Design psram_readback_controller, sky130hd; sources not shown.
==> run_1/sizing.png <==
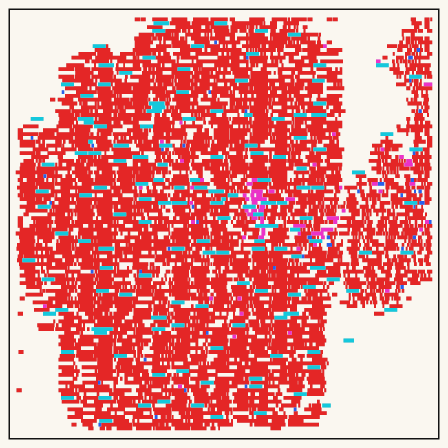
legend:
  blue:
    size: x2
    cells: 47
    most_used: clkinv_2
  red:
    size: x1 and smaller
    cells: 3995
    most_used: edfxtp_1
  cyan:
    size: x6 and larger
    cells: 149
    most_used: clkbuf_16
  magenta:
    size: x3 and x4
    cells: 68
    most_used: buf_4
bufs w/o clock: 187
area delta synth->final: 12.47%
Final Cell Area: 0.05439 mm2
Final WS setup: 2.093 ns

==> run_1/route_heat.png <==
Bar = 100 um. The die is cut into 30 by 30 equal tiles; dark purple is low, yellow is high, scaled to the fullest tile. Values are wire area over tile area, all layers added.
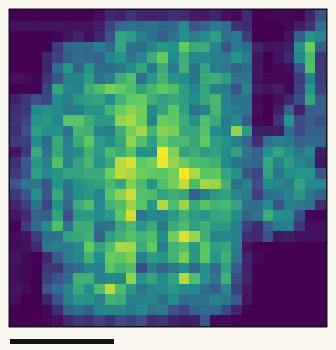
nearly empty tiles: 13%
fullest tile: 0.59
emptiest ninth of the die: bottom right
mean over tiles: 0.22
DR vias: 33409
total track usage: 25.71%

==> run_1/class_map.png <==
Bar = 100 um.
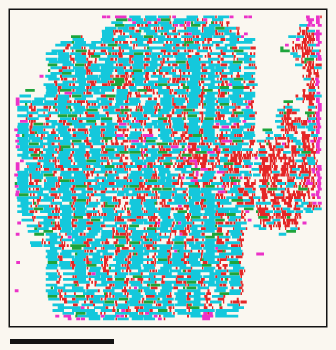
legend:
  magenta:
    class: remaining buffers and delay cells
    cells: 187
    share_of_their_area: 3.7%
  green:
    class: clock drivers and dummy loads
    cells: 212
    share_of_their_area: 7.0%
  cyan:
    class: registers
    cells: 1191
    share_of_their_area: 64%
  red:
    class: remaining logic cells
    cells: 2669
    share_of_their_area: 25%
sequential cell area share: 62.71%
Placement Rows: 108
final core occ: 62.50%
core area: 0.08702 mm2

==> flow_summary.yaml, run 1 <==
# physical design summary
clock_network:
  cts_tree: "done"
  path_clk_slew_ns: 0.06
  clk_latency_ns: 0.72
  clk_path_buf_depth: 3
  cts_max_level: 3
  clockRootBuffer: "clkbuf_16"
  cts_buffers: 114
  cts_resized: 0
setup_path:
  crit_arrival_ns: 3.27
  path_depth: 9
  cp_num_buf_inv: 2
  cpLargestDelayFamily: "buffers and inverters"
  end_kind: "output port"
  worst_setup_path_start_kind: "register"
  cp_slowest_cell: "clkdlybuf4s50_1"
  reg2reg_depth: 11
  crit_chain: "ha_1 -> a21oi_1 -> nand2_1 -> nand2_1 -> nand2_1 -> nand2_1 -> nand3_1 -> inv_1 -> clkdlybuf4s50_1"
  cp_slowest_stage_delay_ns: 0.64
  worst-path-max-fanout: 16
  crit_path_frequent_cell: "nand2_1"
  crit_required_ns: 5.36
routing:
  viasPerCell: 6.170
  wirelength_um: 122400
  detail_route.drc_violations: 0
  drt_iter0_markers: 4932
  wl_met3_um: 12390
  detail-route-antenna-nets: 0
floorplanning:
  ios: 141
  fp_util_pct: 55.57
  die_w_um: 304.5
  n_tap_cell: 1155
  die_y_um: 304.5
global_route:
  overflow: 0
  grtUsageMet3_pct: 4.326
  grt.busiest_layer: "met2"
  grt_max_degree: 203
  grt_pass1_vias: 31790
  use_met1_pct: 35.11
  grt_pass1_wl_um: 186200
placed_design:
  dpl_cell_area_mm2: 0.05065
  gp_congestion: 0.8858
  io_buffers: 139
  dp_slack_ns: 2.009
  dp_cells: 5201
yosys:
  synth.avg_cell_area_um2: 11.69
  adder_share_pct: 1.112
  yosysCellCount: 4136
  xor_share_pct: 0.3079
  syn_nets: 4286
  ys_types: 46
  top_area_cell: "edfxtp_1"
  top_cells_by_count: "edfxtp_1 (1024), nor2_1 (661), o21ai_0 (584)"
  yosysChipArea_mm2: 0.04836
  top_area_share_pct: 63.58
  top_logic_kind: "AND-OR/OR-AND gates"
  edf_count: 1024
  yosys_warnings: 0
  synthAoiAreaFrac_pct: 12.55
  top_cells_by_area: "edfxtp_1 (64%), dfxtp_1 (6.9%), o21ai_0 (6.0%), nor2_1 (5.1%), nand2_1 (3.5%)"
  top_cell: "edfxtp_1"
power_and_ir_drop:
  p_leak_nw: 18.17
  seq-power_mw: 8.59
  power_density_mw_per_mm2: 367.6
  p_int_mw: 13.31
  swShare_pct: 33.44
  clkPwrFrac_pct: 31.5
  seq_power_share_pct: 43.0
hold_path:
  min_path_cells: 2
  hold_class: "register to register"
cells_and_area:
  final_common_cell: "edfxtp_1"
  n_fill_cell: 6407
  comb_cells: 2515
  comb-cell-share_pct: 23.12
  finalNetCount: 4313
  n_clock_buffer: 114
  flops: 1191
  final_cell_mix: "edfxtp_1 (1024), nor2_1 (645), o21ai_0 (584), nand2_1 (445), nand3_1 (228)"
  diodes: 1
  fin_cells: 5415
  buffer_area_share_pct: 3.570
timing:
  finalSetupViolations: 0
  tns_ns: 0
  finalHoldViolCount: 0
  hold-worst-slack_ns: 0.4626
  finalClockSkew_ns: 0.04201
  fmax_mhz: 217.1
status:
  status: "completed"
flow_run:
  warnings: 45
==> run_1/congestion_map.png <==
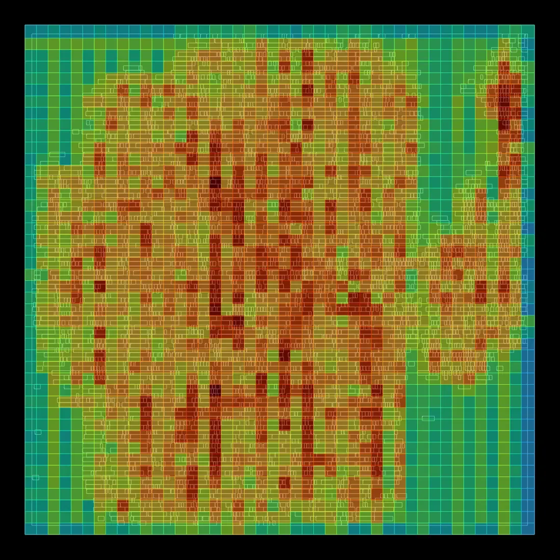

==> run 2: changes to the inputs <==
--- a/config.mk
+++ b/config.mk
@@ -11,7 +11,7 @@
 export CORE_UTILIZATION = 55
 export CTS_BUF_LIST = sky130_fd_sc_hd__clkbuf_16
 export DETAILED_ROUTE_END_ITERATION = 12
-export PLACE_DENSITY = 0.77
+export PLACE_DENSITY = 0.8
 export SYNTH_ARGS = -nofsm -noshare
 export SYNTH_HDL_FRONTEND = slang
 export SYNTH_SLANG_ARGS = --single-unit
==> constraint.sdc (replaced) <==
create_clock -name sys_clk -period 3.7 [get_ports sys_clk]
set_input_delay 0.74 -clock sys_clk [delete_from_list [all_inputs] [get_ports sys_clk]]
set_output_delay 0.74 -clock sys_clk [all_outputs]
set_load 0.01 [all_outputs]
==> run_2/congestion_map.png <==
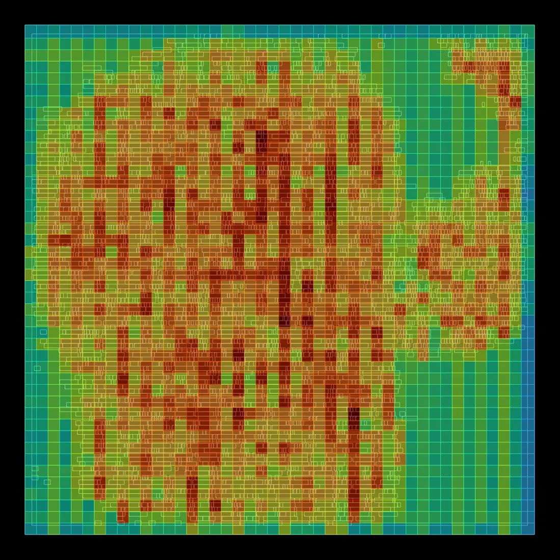
total track usage: 26.28%
final core occ: 62.93%
met1 Usage GRT: 34.72%
GR peak layer: met2

==> run_2/port_trees.png <==
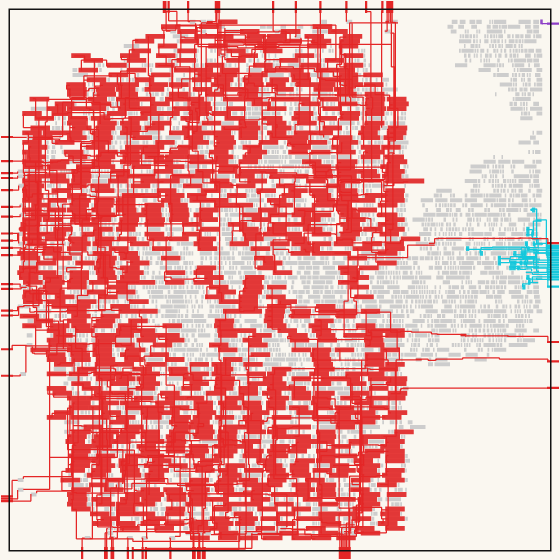
legend:
  red:
    port: rd_data
    bits: 64
    direction: input
    end_cells: 1024
    buffers: 64
    wire: 17400 um
  purple:
    port: cmd
    bits: 1
    direction: output
    end_cells: 1
    buffers: 0
    wire: 4.10 um
  cyan:
    port: word_count
    bits: 16
    direction: input
    end_cells: 24
    buffers: 16
    wire: 565 um
I/O Pins: 141
# port buffers: 139

==> run 2 against run 1 <==
Compared with the run above: die area unchanged; clock skew up 0.013 ns; final cell count up 0.83%; highest routed layer is now met4.
==> flow_summary.yaml, run 2 <==
# physical design summary
status:
  status: "completed"
yosys:
  xor_share_pct: 0.3079
  top_logic_kind: "AND-OR/OR-AND gates"
  adder_share_pct: 1.112
  edf_count: 1024
  yosysChipArea_mm2: 0.04836
  top_area_cell: "edfxtp_1"
  syn_nets: 4286
  top_cells_by_count: "edfxtp_1 (1024), nor2_1 (661), o21ai_0 (584)"
  top_area_share_pct: 63.58
  synth.avg_cell_area_um2: 11.69
  yosys_warnings: 0
  top_cells_by_area: "edfxtp_1 (64%), dfxtp_1 (6.9%), o21ai_0 (6.0%), nor2_1 (5.1%), nand2_1 (3.5%)"
  yosysCellCount: 4136
  ys_types: 46
global_route:
  grtUsageMet3_pct: 5.118
  grt_pass1_wl_um: 189600
  overflow: 0
  grt_pass1_vias: 32279
  grt_max_degree: 131
routing:
  wirelength_um: 126000
  wl_met3_um: 12760
  viasPerCell: 6.213
  vias: 33923
  detail_route.drc_violations: 0
placed_design:
  dp_slack_ns: 0.5893
  gp_congestion: 0.8710
  dp_cells: 5242
power_and_ir_drop:
  p_leak_nw: 18.40
  seq_power_share_pct: 42.6
  swShare_pct: 33.67
  seq-power_mw: 15.5
  p_int_mw: 24.11
  clkPwrFrac_pct: 30.8
floorplanning:
  rows: 108
  coreArea_mm2: 0.08702
  n_tap_cell: 1155
  fp_util_pct: 55.57
  die_w_um: 304.5
timing:
  drv_slew: 0
  fmax_mhz: 285.9
  finalClockSkew_ns: 0.05464
  postLayoutSetupSlackWorst_ns: 0.2020
  finalHoldViolCount: 0
  tns_ns: 0
  finalSetupViolations: 0
  rsz0062_at_grt: "false"
  hold-worst-slack_ns: 0.4623
cells_and_area:
  flops: 1191
  comb-cell-share_pct: 22.98
  finalNetCount: 4353
  n_fill_cell: 6307
  final_cell_mix: "edfxtp_1 (1024), nor2_1 (645), o21ai_0 (584), nand2_1 (445), nand3_1 (227)"
  buffer_area_share_pct: 4.355
  num-nonclk-buffers: 227
  final_common_cell: "edfxtp_1"
  n_clock_buffer: 114
  comb_cells: 2515
  final_area_mm2: 0.05477
  syn2layout_area_growth_pct: 13.24
  fin_cells: 5460
  diodes: 0
setup_path:
  cpLargestDelayFamily: "buffers and inverters"
  reg2reg_depth: 12
  crit_chain: "inv_1 -> ha_1 -> a21oi_1 -> nand2_1 -> nand2_1 -> nand2_1 -> nand2_1 -> nand3_2 -> inv_2 -> clkdlybuf4s50_1"
  cp_slowest_cell: "clkdlybuf4s50_1"
  cp_num_buf_inv: 3
  end_kind: "output port"
  crit_required_ns: 2.96
  worst-path-max-fanout: 5
  path_depth: 10
  worst_setup_path_start_kind: "register"
  crit_path_frequent_cell: "nand2_1"
  crit_arrival_ns: 2.76
clock_network:
  clock_sinks: 1191
  clk_path_buf_depth: 3
  clk_latency_ns: 0.74
  cts_tree: "done"
  cts_resized: 0
  clockRootBuffer: "clkbuf_16"
  cts_buffers: 114
  cts_max_level: 3
hold_path:
  hold_class: "register to register"
  min_path_cells: 2
flow_run:
  warnings: 39
